Fig. 1: gate families picked out
Drawn at 4 px/um.
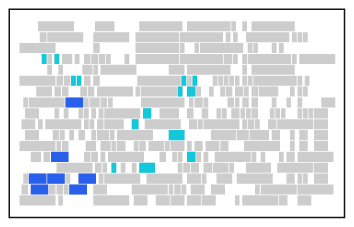
Fig. 2: a small window of the routed layout
Region (50, 26) to (75, 51) um. Cells in gray, sequential cells in the stronger gray; small squares are vias.
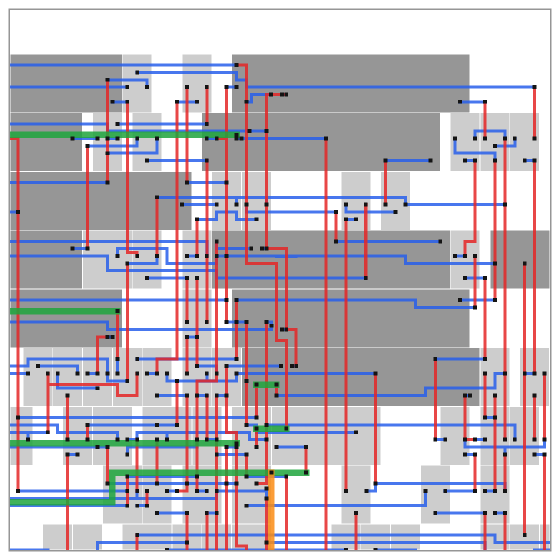
Fig. 3: register map, names as in the netlist
Drawn at 8 px/um. Other sequential cells in the stronger gray, the rest of the logic in the fainter gray.
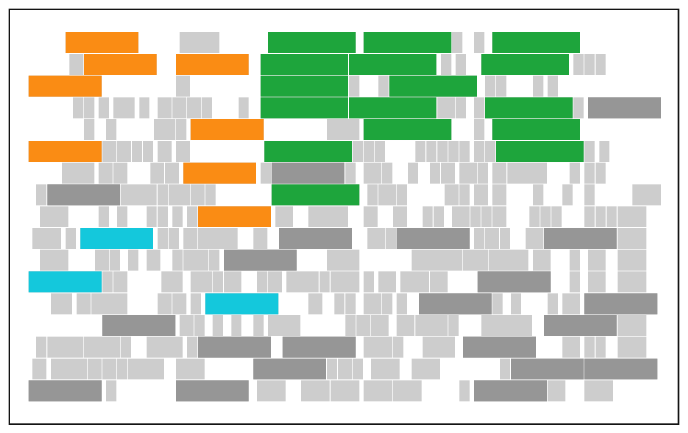
==> config.mk <==
export PLATFORM = sky130hd
export DESIGN_NAME = serial_deser_8bit
export DESIGN_NICKNAME = d
export VERILOG_FILES = /design/src/rtl/serial_deser_8bit.sv
export SDC_FILE = /design/constraint.sdc
export NUM_CORES = 1
export LEC_CHECK = 0
export ABC_AREA = 1
export CORE_ASPECT_RATIO = 0.6
export CORE_MARGIN = 2
export CORE_UTILIZATION = 61
export DETAILED_ROUTE_END_ITERATION = 6
export PLACE_DENSITY_LB_ADDON = 0.12
export SLEW_MARGIN = 0
export SYNTH_ARGS = -nofsm -noshare
export SYNTH_HDL_FRONTEND = slang
export SYNTH_SLANG_ARGS = --single-unit
==> constraint.sdc <==
create_clock -name clk -period 3.3 [get_ports clk]
set_input_delay 0.66 -clock clk [delete_from_list [all_inputs] [get_ports clk]]
set_output_delay 0.66 -clock clk [all_outputs]
set_load 0.005 [all_outputs]
==> results.txt <==
run results: Seq cells=48, cell with the most instances after synthesis=sky130_fd_sc_hd__nand2_1, drt first pass iters=4, utilization of the core after routing=72.5%, number of placed instances with taps included=314, Tapcell Cnt=47, Iteration-0 DRC Markers=72, Layout Cell Area excl Fill=2650 um^2, via count=1740, number of standard cells reported by yosys=249, number of library cell types mapped by synthesis=28, result of the run=finished, final reports clean, total die size=4310 um^2, hold violation total from the final report=0, power attributed to combinational cells=0.906 mW, Total Routed Length=4480 um, sequence of cells on the critical path=clkdlybuf4s50_1 -> nand2_2 -> clkinv_2 -> nand2_4 -> nor2_4 -> inv_2 -> nor2_1, flop2flop setup slack=1290 ps, horizontal die dimension=83.5 um, tool warning count=30, number of buffers added by the clock tree synthesis step=5, Max-area cell share=34.7%, area grow syn2layout=14.8%, cell depth of the worst setup path=7, total met3 wirelength after detailed routing=290 um, Yosys Chip Area=2310 um^2, share of cells above drive strength 1=12.7%, first-pass GRT wire length=7400 um, number of cells on the worst reg-to-reg path=7, Worst Hold Class=reg -> reg, final critical-path setup slack=952 ps, layout clock buffer count=5, detail-routed via count per cell=5.40, area fraction of clock buffers and clock inverters=3.44%, routed metal-1 wirelength=2160 um, Ant. Diodes=0, relative slew slack=58.7%, placed wire-length estimate after detailed placement=3230 um, # DRC=0, routed wl met2=1970 um, Setup Viol. Count Final=0, Inverters=24, leakage power summed over all cells=1.26 nW, Top Consumer=registers, area of the mapped netlist=2310 um^2, worst hold path stage count=2, clock root cell=sky130_fd_sc_hd__clkbuf_8, area share of xor/xnor cells in the synthesized design=0.379%, core area=3660 um^2, NumNets Final=288, Worst Max-Slew Pin Slew=617 ps, Synth top cells by count=sky130_fd_sc_hd__nand2_1 (86), sky130_fd_sc_hd__dfrtp_1 (32), sky130_fd_sc_hd__inv_1 (19), sky130_fd_sc_hd__edfxtp_1 (16), sky130_fd_sc_hd__nand3_1 (16), M2 GR Usage=34.1%, clock latency on the worst-skew pair=300 ps, kind of cell with the highest combined delay on the critical path=simple AND/OR/NAND/NOR gates, CP Max Fanout=11, proportion of power drawn by combinational gates=39.6%, cell row count=17, ANT nets after route=0, fraction of registers with async set or reset after synthesis=66.7%, Top FF cell, synth=sky130_fd_sc_hd__dfrtp_1, type of element capturing the critical path=flip-flop, number of flip-flops in the largest register=16, total of plain and repair buffers excluding clock buffers=21, sequential share of power=44.8%, CTS HTree Levels=2, Global Route Usage Sum=22.9%, RSZ-0062 raised after global routing=no, post-CTS clock slew at the launch and capture registers of the worst setup and hold paths=90 ps, Max Clk Rate=426 MHz, placement-stage worst setup slack=631 ps, # resized after CTS=0, top layer used by detailed routing=met4, highest ir drop seen on vdd=0.000478 V, MI comb area=922 um^2, post-layout minimum cycle time=2350 ps, Bufs and invs on worst path=3, Required @ worst endpoint=3240 ps, number of cells produced by synthesis=249, most frequently placed logic cells in the final layout=sky130_fd_sc_hd__nand2_1 (86), sky130_fd_sc_hd__dfrtp_1 (32), sky130_fd_sc_hd__clkdlybuf4s50_1 (20), post-CTS setup buffer count=0, syn_nets=263, Internal Dissipation=1.34 mW, count of pins over their slew limit=0, synthesized-area fraction occupied by and/or/nand/nor cells=29.4%, vertical die dimension=51.7 um, cell types with the largest area share after synthesis=sky130_fd_sc_hd__dfrtp_1 (35%), sky130_fd_sc_hd__edfxtp_1 (21%), sky130_fd_sc_hd__nand2_1 (14%), number of flops mapped to enable cells by yosys=16, leading cell category by total area=flip-flops and latches, Placed Area=2560 um^2, effective utilization at floorplan=63.2%
## Picture notes: Fig. 1
Key: blue = fa/ha/maj cells [cells 7, where lower left]; cyan = nor cells [cells 14]
non-filler cells in the finished layout: 322
combinational share of cell area: 34.8%
most instantiated logic cell after routing: sky130_fd_sc_hd__nand2_1

## Picture notes: Fig. 2
Key: green = M3; orange = M4; red = M2; blue = M1
Sequential cells in the window: 6. 48 logic cells have their middle in the window. Most frequent: nand2_1 (34), edfxtp_1 (6), nand3_1 (5).

## Picture notes: Fig. 3
Key: cyan = bit_cnt_q [placed flops 3]; orange = shreg_q [placed flops 8, where upper left]; green = mem_q [placed flops 16]
fraction of area in registers: 48.3%
sequential power: 1.02 mW

Power figures rest on the tool's default switching activity, not on a simulated workload.
